Design ocp_arbiter, sky130hd; sources not shown.
Fig. 1: run 1, cells coloured by class
Drawn at 1.5 px/um.
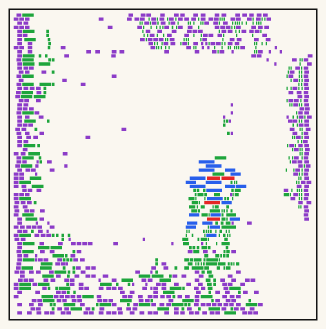
Key: blue = flops [cells 22, share of their area 5.5%]; purple = other buffers and delay cells [cells 555, share of their area 57%]; green = combinational and other logic [cells 423, share of their area 37%]; red = clock drivers and dummy loads [cells 4, share of their area 1.1%]
core box area: 40,200 sq um
flip-flop and latch share of the layout cell area: 5.17%
FP Rows: 74

Fig. 2: run 1, M3 wires
Drawn at 2 px/um. Cells faint in the background.
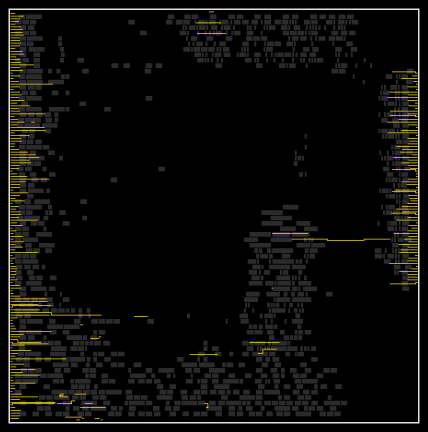
The wires run mostly horizontal. The longest straight run is 27.4 um. 248 nets have wire on it. The layer carries 1,660 um of wire.
via total after detailed routing: 5,832
DRT Wirelength: 27,500 um
met3 GRT Util: 1.96%

Fig. 3: run 1, nets reached from selected ports
Drawn at 2 px/um.
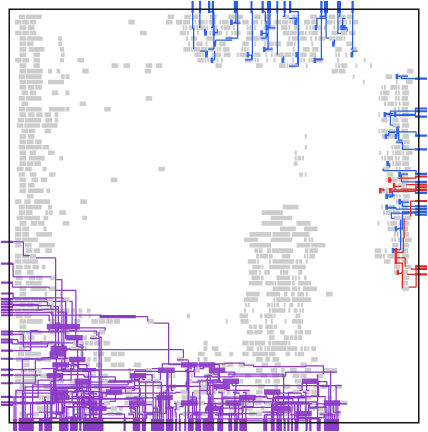
Key: blue = s_SData [bits 32, direction input, end cells 32, wire 678 um]; purple = m_MData [bits 128, direction input, end cells 32, wire 4,910 um]; red = m_SResp [bits 8, direction output, end cells 8, wire 133 um]
Top-Level Pins: 513
tally of buffers added on design ports: 512

Fig. 4: run 1, clock nets
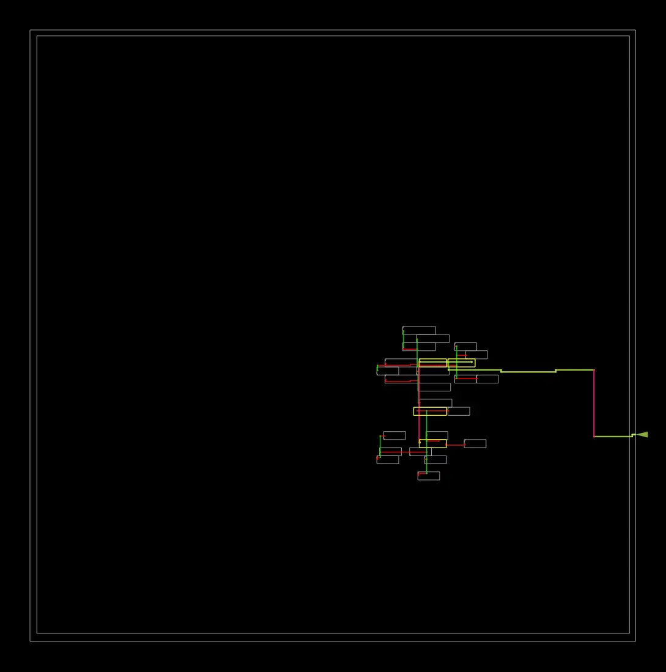
CTS Buf Count: 3
clock buf count: 3
number of sequential storage elements: 22
power in the clock group: 0.000160 W
Clk Latency, worst-skew pair: 0.25 ns

==> results.txt <==
Implementation results. The flow ran to the end, and the final reports show no timing, DRC or antenna violations. Clock tree synthesis selected as its root buffer the cell sky130_fd_sc_hd__clkbuf_16. For reference, the clock transition at the flip-flops on the worst setup and hold paths is 0.05 ns. Yosys reports that the leading cell type by area covers 37.3% of the netlist area. Maximum number of pins on one net before global-route repair landed at 16.

Power in sequential cells landed at 0.000168 W. In the placement report, post-DP HPWL is listed as 24,900 um. Arrival time reported for the critical path endpoint landed at 5.27 ns. Slew of the pin with the lowest slew margin landed at 0.669 ns. In the synthesized netlist the async set-or-reset flop fraction comes to 0%. Count of cells along the worst register-to-register path landed at 15. Post-route worst setup slack landed at 0.443 ns. Setup repair after global routing left no endpoint under its margin.

In the final report, the number of endpoints failing setup comes to 0. The report counts max-capacitance violations totalling 0. The repair_antennas step left the layout with diodes totalling 0.

Path length in cells of the critical path landed at 11. Per report_power, the combinational group accounts for 72.6% of the total. By area the synthesized netlist is led by sky130_fd_sc_hd__mux4_2 37%, sky130_fd_sc_hd__nor2_1 14%, sky130_fd_sc_hd__and2_1 10%. Number of nets at floorplan landed at 804. The most frequently used library cell after synthesis is sky130_fd_sc_hd__nor2_1. Post-route setup TNS landed at 0 ns. Looking at the clock tree report, the H-tree level count equals 1.

In this run, synthesis produced a sequential element count of 22. The final power report lists total power as 0.00120 W. Overflow left after global routing landed at 0. CTS sink count landed at 22.

Chip area estimate from yosys synthesis landed at 4160 sq um. The synthesis run shows the most used standard cells to be 150 x sky130_fd_sc_hd__nor2_1, 69 x sky130_fd_sc_hd__mux4_2, 67 x sky130_fd_sc_hd__and2_1, 47 x sky130_fd_sc_hd__nand2_1, 30 x sky130_fd_sc_hd__clkbuf_1. Share of the clock period used by the worst path after layout landed at 93.6%.

On the critical path the largest part of the delay comes from buffers and inverters. The worst-case reg-to-reg setup slack stands at 2.16 ns. Hold repair after CTS inserted 0 buffers.

Gates resized during post-CTS repair numbered 1. Per the breakdown, switching nets consume 38.3% of all power. Yosys mapped the design onto 44 distinct sky130hd cell types. Checking max transition, the worst relative margin is 55.4%. Looking at the VDD voltage map, the peak drop is 84.0 uV. Average vias per placed instance landed at 3.80. In this run the layout overhead on the synthesized area is reported as 142%. Mapped cell area landed at 4160 sq um. The worst setup path is captured at a primary output. Clock share of power landed at 13.4%. TritonRoute output was used to compute an average wire per cell of 17.9 um. Switching component of the power landed at 0.000458 W. Number of global-route vias before repair landed at 5,988. The register with the most flip-flops in the layout has 8 of them. The analysis attributes to cell leakage a power of 3.32 nW.

Detailed-route iteration 0 reported a violation count of 314. Along the critical path, the tally of buffer and inverter instances is 4. Yosys warning count landed at 0. Number of cell instances after yosys synthesis landed at 488. Per the synthesis report, the dominant area consumer among library cells is sky130_fd_sc_hd__mux4_2. Count of warning messages emitted by the tools landed at 32.

Residual antenna-violating net count after detailed routing landed at 0. Final standard cell area without fillers landed at 10,100 sq um. Top fanout value on the critical path landed at 10.

STA classifies the critical path startpoint as an input port. Per the layout area report, the combinational gate area comes to 3420 sq um. Per STA, the worst path is made up of clkdlybuf4s50_1 -> o21bai_2 -> nand2_2 -> a221oi_1 -> nor2_1 -> o41ai_4 -> buf_2 -> buf_2 -> mux4_2 -> and2_1 -> clkdlybuf4s50_1. Counting every instance in the synthesized netlist gives 488. Largest incremental delay on the critical path landed at 0.64 ns. Total power density per cell area landed at 119 nW/um^2. Per report_power, the sequential group accounts for 14.0% of the total. Looking at the critical path, the single cell with the biggest stage delay is sky130_fd_sc_hd__o41ai_4. The required time at the worst endpoint is listed as 5.71 ns. Total routing usage reported by global routing landed at 12.2%. Average instance area after synthesis landed at 8.53 sq um. Of the cells placed in the final design, the portion with a size suffix greater than 1 is 9.76%. Looking at the setup timing report, the critical path kind is in -> out. TritonCTS built the clock tree. Cell internal power was estimated by the tool at 0.000739 W. Registers take 520 sq um.

The chip occupies 42,000 sq um. Combinational group power landed at 0.000870 W. The number of antenna violations at the first check in global routing is 2.

Final tally of max-slew violations landed at 0. In the synthesized netlist the dominant register cell turns out to be sky130_fd_sc_hd__dfxtp_1. Hold-check failures listed in the final report amount to 0.

The most critical hold endpoint after final layout shows a slack of 0.360 ns. The die is 206 um tall. Pre-CTS setup slack landed at -0.115 ns. Core utilization before placement landed at 10.4%. Tally of filler cells in the layout landed at 4,384. The final layout contains 1,321 nets.

Post-CTS timing repair inserted 0 buffers for setup. The first detailed-routing pass ran for 4 iterations. Timing would allow up to 0.155 GHz.

Post-layout minimum cycle time landed at 6.46 ns. The min-delay analysis places its worst path in the category reg -> reg. Looking at the group totals, the largest power group turns out to be combinational logic. The congestion estimate from routability-driven global placement came to 0.873. Wire length of the first global-routing pass landed at 38,400 um. TritonRoute reported its final design rule violation total as 0. The clock passes through at most 2 buffers. In the hold timing report, the worst path depth is 2. Floorplan die width landed at 204 um. Of the synthesized area, sequential elements account for 12.5%. The synthesized design contains 8 enable-type register cells. After detailed placement, the total cell area comes to 9950 sq um.
-- run 1: cells in the final DEF (no fill, tap or decap), drive strengths merged, types with 2 or more instances in the layout --
cell	synthesis	layout
a21oi	4	4
a221oi	3	3
and2	68	68
and3	8	8
buf	13	13
clkbuf	30	33
clkdlybuf4s50	0	512
dfxtp	14	14
edfxtp	8	8
ha	10	10
inv	10	10
mux2i	9	9
mux4	69	69
nand2	48	48
nand2b	4	4
nand3	9	9
nor2	150	150
nor3b	5	5
o21ai	3	3
o22ai	2	2
o31ai	3	3
o41ai	2	2
or2	2	2
xor2	2	2
-- run 1: cell type report --
| class | count | area share, % |
|---|---|---|
| Multi-Input combinational cell | 413 | 34.0 |
| Clock buffer | 3 | 0.746 |
| Tap cell | 532 | 6.62 |
| Buffer | 43 | 1.90 |
| Inverter | 10 | 0.373 |
| Clock inverter | 1 | 0.298 |
| Sequential cell | 22 | 5.17 |
| Timing Repair Buffer | 512 | 50.9 |
-- run 1: routing by layer --
metal  share of wire (%)  wire length (um)  track usage, %  vias to the layer above
li1                    -                 -               -                     2757
met1                  40             11000            14.5                     2790
met2                  53             14600            23.7                      271
met3                 6.0              1660            1.96                       12
met4                0.65               178            1.11                        2
met5               0.058                16               0                        -
-- run 1: cells by family after synthesis --
| logic type | count (synthesis) | synth area share (%) |
|---|---|---|
| compound gates | 24 | 5.47 |
| simple gates | 297 | 33.0 |
| flops | 22 | 12.5 |
| buf+inv | 53 | 5.47 |
| mux | 78 | 39.5 |
| fa+ha+maj | 11 | 3.49 |
| xor+xnor | 3 | 0.631 |
-- run 1: stage by stage --
stage / instances / utilization [%]
after detailed placement: 1532 / 24.8
after CTS: 1536 / 25.0
after global placement: 1532 / 24.8
final: 1536 / 25.0
after global routing: 1536 / 25.0
after floorplan: 488 / -
No activity file was given, so power comes from the tool's default toggle rates.
